**Run 1: clock network drawn from the DEF**

The bar under the picture is 20 um long.
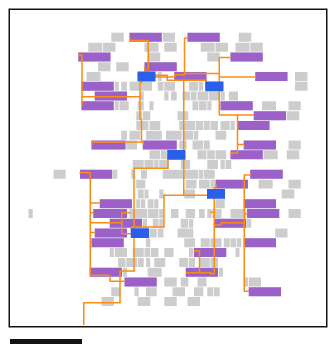
**Run 1: clock wiring as the flow saved it**

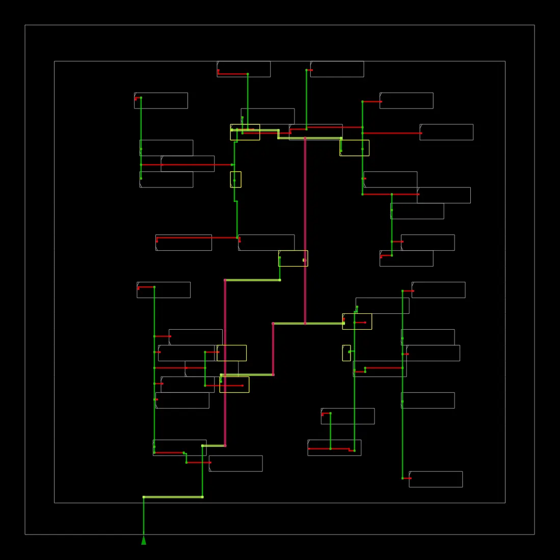
**Run 1: layout detail**

Region (24, 24) to (64, 64) um. Cells in gray, sequential cells in the stronger gray; small squares are vias.
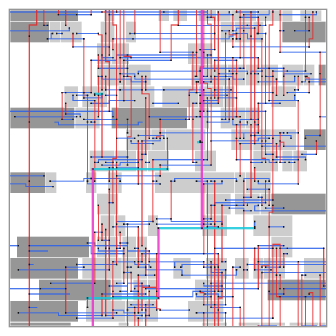
==> config.mk <==
export PLATFORM = sky130hd
export DESIGN_NAME = sar_conv_ctrl
export DESIGN_NICKNAME = d
export VERILOG_FILES = /design/src/rtl/sar_conv_ctrl.sv
export SDC_FILE = /design/constraint.sdc
export NUM_CORES = 1
export LEC_CHECK = 0
export CAP_MARGIN = 20
export CORE_MARGIN = 5
export CORE_UTILIZATION = 30
export DETAILED_ROUTE_END_ITERATION = 8
export PLACE_DENSITY = 0.57
export SYNTH_ARGS = -nofsm -noshare
export SYNTH_HDL_FRONTEND = slang
export SYNTH_SLANG_ARGS = --single-unit
==> constraint.sdc <==
create_clock -name clk -period 2.5 [get_ports clk]
set_input_delay 0.375 -clock clk [delete_from_list [all_inputs] [get_ports clk]]
set_output_delay 0.375 -clock clk [all_outputs]
set_load 0.01 [all_outputs]
==> flow_summary.yaml, run 1 <==
# implementation run metrics
flow_run:
  max_cap_violations: 0
global_routing:
  grt_start_max_net_pins: 35
timing:
  max_clock_freq_mhz: 432
  tns_ps: 0
logic_synthesis:
  area_leaders: "dfrtp_1 (43%), mux2_2 (5.0%), dfstp_2 (4.3%), inv_1 (3.5%), o211ai_1 (2.9%)"
cells_and_area:
  sequential_cell_total: 34
  final_std_cells_w_o_fill: 286
  sh_seq_area: 0.376
  comb_area_share: 0.374
  nets: 220
routing:
  drt_first_iter_violations: 138
  remaining_drc_errors: 0
  dr.pass1.iters: 4
clock_network:
  cts.hold.buffers_added: 0
  clock_tree_from_tritoncts: "built"
  clk_transition_reported_paths_ps: 70
outcome:
  outcome: "finished clean"
critical_path:
  max_stage_delay_ps: 610
  critPathMostFrequentCell: "ha_1"
pwr:
  power_per_cell_area_mw_per_mm2: 939
floorplanning:
  core_area_mm2: 0.00592
placement:
  gp_routability_congestion: 0.806
Back to the opening pictures, 'clock network drawn from the DEF':
[clock wires] orange | length: 494 um
[clock-net drivers] blue | count: 5
[flip-flops] purple | count: 34
routed clock nets: 6
insertion delay of the later-clocked pin in the worst-skew pair: 290 ps
Clk pwr share: 0.196
worst-case clock skew: 4.43 ps
power consumed by the clock network: 0.000419 W

Back to the opening pictures, 'clock wiring as the flow saved it':
total clock sinks: 34
tally of clock buffers in the finished layout: 7

Back to the opening pictures, 'layout detail':
[M3] cyan
[M1] blue
[M4] magenta
[M2] red
sequential cells in the window: 11
most frequent: inv_1 (10), dfrtp_1 (8)
cells with their middle in the window: 102

-- run 1: report_power, final --
group          switching [W]  internal, W
clock network       0.000197     0.000222
registers           0.000160     0.000679
logic               0.000500     0.000376
-- run 1: per-layer routing --
metal  share of wire  GRT usage
met5               0          0
met1            0.47      0.163
met3           0.039     0.0273
met4           0.017     0.0544
met2            0.47      0.168
-- run 1: kinds of logic after synthesis --
group	count (synthesis)	share of synthesized area
fa+ha+maj	3	0.0206
simple gates	52	0.164
other cells	1	0.00206
xor+xnor	2	0.00964
compound gates	50	0.210
buf+inv	28	0.0626
flops	34	0.470
mux	10	0.0606
-- run 1: worst max-delay path: cells and delay by family (launching register included) --
family | cells | cell delay (ps)
buf+inv | 1 | 130
simple gates | 2 | 450
fa+ha+maj | 2 | 560
flops | 1 | 610
compound gates | 2 | 480
==> inputs of run 2 (changes only) <==
PLACE_DENSITY = 0.55   (was 0.57)
clock period = 2.8 ns   (was 2.5 ns; I/O delays follow)
**Run 2: wire density map**

The bar under the picture is 20 um long. The die is cut into 18 by 18 equal tiles; white is low, dark blue is high, scaled to the fullest tile. Values are wire area over tile area, all layers added.
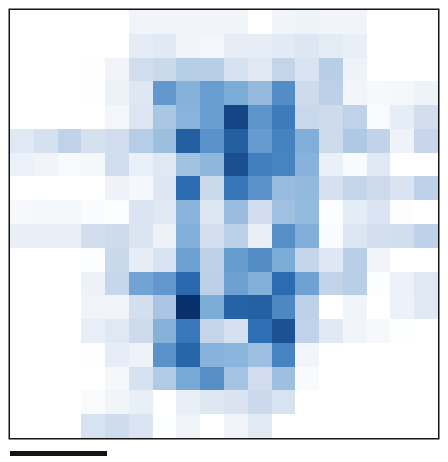
emptiest ninth of the die: bottom right
mean over tiles: 0.078
densest ninth of the die: middle
nearly empty tiles: 31%
vias after detailed routing: 1443
Total Wirelength: 3830 um
overall routing resource usage: 0.112
average routed wire per standard cell: 13.5 um

==> run 2 against run 1 <==
Synthesized cell count stayed put. Final cell count is 1.0% lower. Clock skew is 5.7 ps higher. Design area is 1.0% lower. Count of clock-buffer cells in the layout is 1 higher. Area after synthesis stayed put. Critical endpoint unchanged.
==> flow_summary.yaml, run 2 <==
# implementation run metrics
outcome:
  outcome: "finished clean"
logic_synthesis:
  seq_area_frac_synth: 0.470
  synth_area_mm2: 0.00182
  ys_seq_elements: 34
  ys_area_mm2: 0.00182
  area_leaders: "dfrtp_1 (43%), mux2_2 (5.0%), dfstp_2 (4.3%), inv_1 (3.5%), o211ai_1 (2.9%)"
critical_path:
  worst-path-buf-inv: 1
  critical_path.endpoint_type: "register"
  crit_cells: 7
  timing.critical_path.max_delay_family: "adder cells"
placement:
  placed_cells_incl_taps: 275
  gp_routability_congestion: 0.800
routing:
  highest_routed_metal_layer: "met4"
  route.layer.met1.wl_um: 1920
  drt_first_iter_violations: 94
  remaining_drc_errors: 0
  dr.pass1.iters: 4
  dr_wl_met2_um: 1670
  detailroute.wirelength.met3_um: 173
floorplanning:
  core_area_mm2: 0.00592
cells_and_area:
  sh_seq_area: 0.380
  layout.clock_buffers: 8
  nets: 217
  sequential_cell_total: 34
  comb_area_share: 0.378
  final_std_cells_w_o_fill: 283
clock_network:
  cts.repair_timing.setup_buffer_count: 0
  cts.hold.buffers_added: 0
  clock-sinks: 34
  clock_tree_from_tritoncts: "built"
  clk_transition_reported_paths_ps: 70
  insertion_delay_of_the_later_clocked_pin_in_the_worst_skew_pair_ps: 290
timing:
  finalHoldViolCount: 0
  max_clock_freq_mhz: 424
flow_run:
  max_cap_violations: 0
pwr:
  power_per_cell_area_mw_per_mm2: 835
**Run 2: clock network drawn from the DEF**

The bar under the picture is 20 um long.
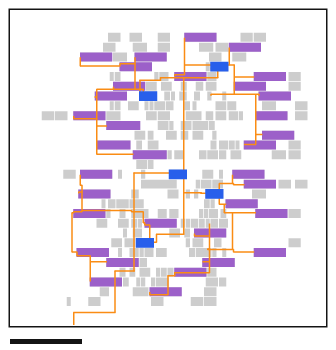
[clock wires] orange | length: 496 um
[flip-flops] purple | count: 34
[clock-net drivers] blue | count: 5
routed clock nets: 6
Clk pwr share: 0.199
worst-case clock skew: 10.1 ps
power consumed by the clock network: 0.000373 W

## run 2: where the power goes
part	total, W	switching [W]	internal, W	leakage [nW]
combinational	0.000762	0.000434	0.000328	0.452
sequential	0.000743	0.000136	0.000606	0.453
clock	0.000373	0.000173	0.000200	0.0455
total	0.00188	0.000743	0.00113	0.951
## run 2: cell families (layout without fill, tap and decap cells)
group	Yosys count	after routing	share of synthesized area
AOI/OAI and AO/OA	50	50	0.210
DFF	34	34	0.470
other	1	1	0.00206
xor gates and xnor gates	2	2	0.00964
adders and majority gates	3	3	0.0206
muxes	10	10	0.0606
buffers and inverters	28	56	0.0626
and+or+nand+nor	52	52	0.164
## run 2: layer usage
layer	vias to the layer above	global-route usage
li1	727	-
met1	680	0.152
met2	30	0.162
met3	6	0.0310
met4	0	0.0586
met5	-	0
Power and IR drop assume default switching activity.
